$ cat src/rtl/memory_write_control.sv
// Write-side controller of the frame memory: decimates the incoming video stream 2:1
// in both directions and writes surviving pixels row-major into the frame buffer.
module memory_write_control #(
    parameter int DATA_WIDTH = 24,
    parameter int ADDR_DEPTH = 512*512/4,
    parameter int ADDR_WIDTH = $clog2(ADDR_DEPTH)
) (
    input  logic                  i_clk,
    input  logic                  rst_n,
    input  logic                  i_frame_en,
    input  logic                  i_vsync,
    input  logic                  i_hsync,
    input  logic                  i_de,
    input  logic [DATA_WIDTH-1:0] i_data,
    input  logic [10:0]           i_hres,
    input  logic [10:0]           i_vres,
    output logic                  o_wen,
    output logic [ADDR_WIDTH-1:0] o_waddr,
    output logic [DATA_WIDTH-1:0] o_wdata,
    output logic                  o_busy,
    output logic                  o_frame_done,
    output logic                  o_err
);

    localparam logic [1:0] S_WIDLE   = 2'd0;
    localparam logic [1:0] S_WWAIT   = 2'd1;
    localparam logic [1:0] S_WACTIVE = 2'd2;
    localparam logic [1:0] S_WDONE   = 2'd3;

    localparam logic [ADDR_WIDTH:0] WPTR_FULL = (ADDR_WIDTH+1)'(ADDR_DEPTH);
    localparam logic [ADDR_WIDTH:0] WPTR_ONE  = (ADDR_WIDTH+1)'(1);

    logic [1:0]            state_q, state_d;
    logic                  vs_q;
    logic                  de_q, de_d;
    logic [11:0]           col_cnt_q, col_cnt_d;
    logic [11:0]           row_cnt_q, row_cnt_d;
    logic [ADDR_WIDTH:0]   wptr_q, wptr_d;
    logic                  wen_q, wen_d;
    logic [ADDR_WIDTH-1:0] waddr_q, waddr_d;
    logic [DATA_WIDTH-1:0] wdata_q, wdata_d;
    logic                  busy_q, busy_d;
    logic                  done_q, done_d;
    logic                  err_q, err_d;

    // Line sync carries no information the de-based counters need.
    logic unused_hsync;
    assign unused_hsync = i_hsync;

    logic        vs_rise;
    logic        de_fall;
    logic [11:0] hres_ext;
    logic [11:0] vres_ext;
    logic [11:0] row_next;
    logic        in_active;
    logic        candidate;
    logic        wptr_full;

    always_comb begin
        vs_rise   = i_vsync & ~vs_q;
        de_fall   = de_q & ~i_de;
        hres_ext  = {1'b0, i_hres};
        vres_ext  = {1'b0, i_vres};
        row_next  = row_cnt_q + 12'd1;
        in_active = (state_q == S_WACTIVE);
        wptr_full = (wptr_q == WPTR_FULL);
        candidate = in_active & i_de & ~col_cnt_q[0] & ~row_cnt_q[0] &
                    (col_cnt_q < hres_ext) & (row_cnt_q < vres_ext);
    end

    always_comb begin
        state_d   = state_q;
        de_d      = 1'b0;
        col_cnt_d = col_cnt_q;
        row_cnt_d = row_cnt_q;
        wptr_d    = wptr_q;
        wen_d     = 1'b0;
        waddr_d   = waddr_q;
        wdata_d   = wdata_q;
        done_d    = 1'b0;
        err_d     = err_q;

        case (state_q)
            S_WIDLE: begin
                state_d = S_WWAIT;
            end

            S_WWAIT: begin
                if (vs_rise && i_frame_en) begin
                    state_d   = S_WACTIVE;
                    col_cnt_d = 12'd0;
                    row_cnt_d = 12'd0;
                    wptr_d    = '0;
                    err_d     = 1'b0;
                end
            end

            S_WACTIVE: begin
                if (vs_rise) begin
                    // Early vsync: abandon the partial frame, restart from the top.
                    err_d     = 1'b1;
                    col_cnt_d = 12'd0;
                    row_cnt_d = 12'd0;
                    wptr_d    = '0;
                    state_d   = i_frame_en ? S_WACTIVE : S_WWAIT;
                end else begin
                    de_d = i_de;
                    if (i_de) begin
                        col_cnt_d = col_cnt_q + 12'd1;
                    end else if (de_fall) begin
                        col_cnt_d = 12'd0;
                        row_cnt_d = row_next;
                        if (row_next == vres_ext) begin
                            state_d = S_WDONE;
                            done_d  = 1'b1;
                        end
                    end

                    if (candidate) begin
                        if (wptr_full) begin
                            err_d = 1'b1;
                        end else begin
                            wen_d   = 1'b1;
                            waddr_d = wptr_q[ADDR_WIDTH-1:0];
                            wdata_d = i_data;
                            wptr_d  = wptr_q + WPTR_ONE;
                        end
                    end
                end
            end

            S_WDONE: begin
                state_d = S_WWAIT;
            end

            default: begin
                state_d = S_WIDLE;
            end
        endcase

        busy_d = (state_d == S_WACTIVE);
    end

    always_ff @(posedge i_clk or negedge rst_n) begin
        if (!rst_n) begin
            state_q   <= S_WIDLE;
            vs_q      <= 1'b0;
            de_q      <= 1'b0;
            col_cnt_q <= 12'd0;
            row_cnt_q <= 12'd0;
            wptr_q    <= '0;
            wen_q     <= 1'b0;
            waddr_q   <= '0;
            wdata_q   <= '0;
            busy_q    <= 1'b0;
            done_q    <= 1'b0;
            err_q     <= 1'b0;
        end else begin
            state_q   <= state_d;
            vs_q      <= i_vsync;
            de_q      <= de_d;
            col_cnt_q <= col_cnt_d;
            row_cnt_q <= row_cnt_d;
            wptr_q    <= wptr_d;
            wen_q     <= wen_d;
            waddr_q   <= waddr_d;
            wdata_q   <= wdata_d;
            busy_q    <= busy_d;
            done_q    <= done_d;
            err_q     <= err_d;
        end
    end

    assign o_wen        = wen_q;
    assign o_waddr      = waddr_q;
    assign o_wdata      = wdata_q;
    assign o_busy       = busy_q;
    assign o_frame_done = done_q;
    assign o_err        = err_q;

endmodule

$ cat config.mk
export PLATFORM = sky130hd
export DESIGN_NAME = memory_write_control
export DESIGN_NICKNAME = d
export VERILOG_FILES = /design/src/rtl/memory_write_control.sv
export SDC_FILE = /design/constraint.sdc
export NUM_CORES = 1
export LEC_CHECK = 0
export CORE_MARGIN = 3
export CORE_UTILIZATION = 45
export CTS_BUF_LIST = sky130_fd_sc_hd__clkbuf_8
export DETAILED_ROUTE_END_ITERATION = 10
export GPL_TIMING_DRIVEN = 1
export PLACE_DENSITY = 0.81
export SYNTH_ARGS = -nofsm -noshare
export SYNTH_HDL_FRONTEND = slang
export SYNTH_SLANG_ARGS = --single-unit
$ cat constraint.sdc
create_clock -name i_clk -period 4.8 [get_ports i_clk]
set_input_delay 0.72 -clock i_clk [delete_from_list [all_inputs] [get_ports i_clk]]
set_output_delay 0.72 -clock i_clk [all_outputs]
set_load 0.02 [all_outputs]
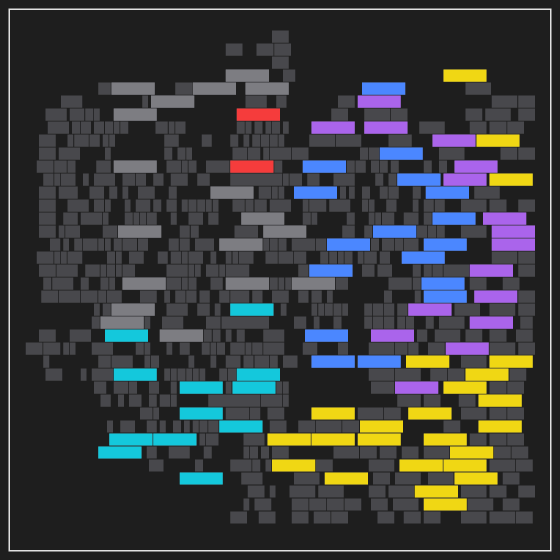
Fig. 1. Where the registers sit.
- col_cnt_q: cyan (sequential cells 12)
- o_waddr: purple (sequential cells 16)
- wptr_q: blue (sequential cells 17)
- o_wdata: yellow (sequential cells 24)
- state_q: red (sequential cells 2)
- not coloured: 18
fraction of area in registers: 34.96%
FF/Latch Area: 0.002227 sq mm
final core occ: 57.75%

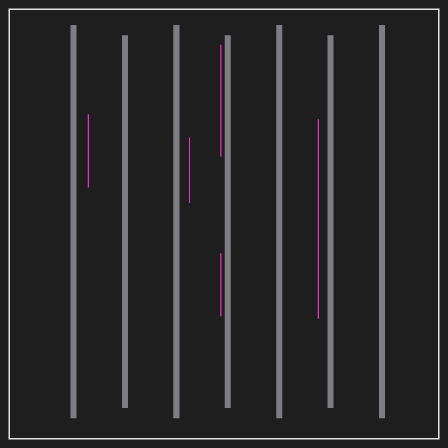
Fig. 2. The metal 4 layer.
Supply wires on this layer in grey.
- nets with wire on the layer: 4
- longest straight run: 52.4 um
- main direction: vertical

==> reports/summary.txt <==
status: complete, no violations
routed via count: 4159
Comb. pwr: 150 uW
largest net degree at the start of global routing: 90
# IOs: 96
# fillers: 947
Cell Area, Placed: 0.006145 sq mm
CP delay by family, top: buffers and inverters
Clock-cell share: 3.536%
Area growth syn-to-layout: 23.63%
non-filler cells, final: 736
reg2reg start: state_q[0]
GRT Residual Overflow: 0
CTS Buf Count: 9
most instantiated logic cells after routing: clkdlybuf4s50_1 (93), dfrtp_1 (89), nand2_1 (50)
post-route antenna net violation count: 0
FFs w/ async S/R, synth: 100.0%
crit path launch type: primary input
CTS tree: yes
Leak: 0.002941 uW
Nets: 672
Hold Buf Count CTS: 0
Non-clk invs: 34
Inserted Diodes: 0
combinational power share: 10.1%
first-pass GRT wire length: 20050 um
crit path from: i_vres[7]
met2 Use GR: 32.19%
most instantiated cells after synthesis: dfrtp_1 (89), nand2_1 (50), mux2_4 (40), o21ai_0 (36), inv_1 (33)
Top cell excl fill/tap: clkdlybuf4s50_1
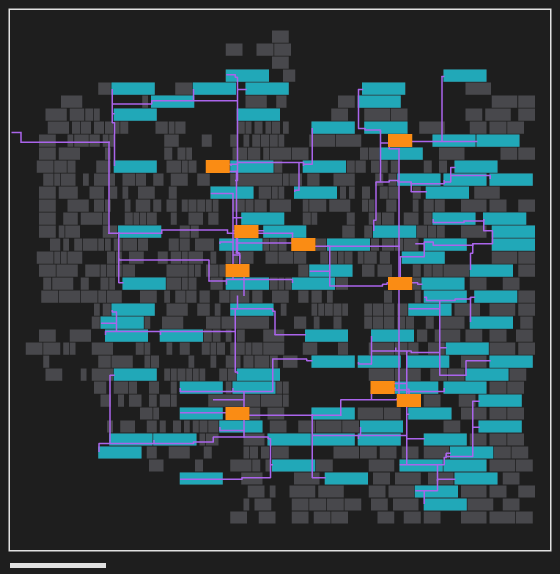
Fig. 3. Clock wires, drivers and flops.
The bar under the picture is 20 um long.
- clock drivers: orange (count 9)
- clock wires: purple (length 1090 um)
- flip-flops: cyan (count 89)
- flops lie: all over the die
- routed clock nets: 10
Clk. pwr: 585 uW
Clk pwr share: 39.1%
skew final: 15.80 ps
Latency at later pin: 360 ps

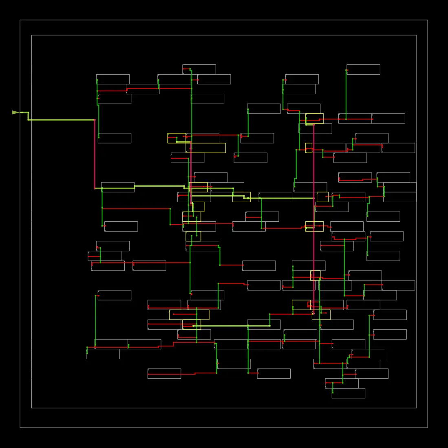
Fig. 4. The clock network.
clock sinks: 89
flop count: 89

No activity file was given, so power comes from the tool's default toggle rates.
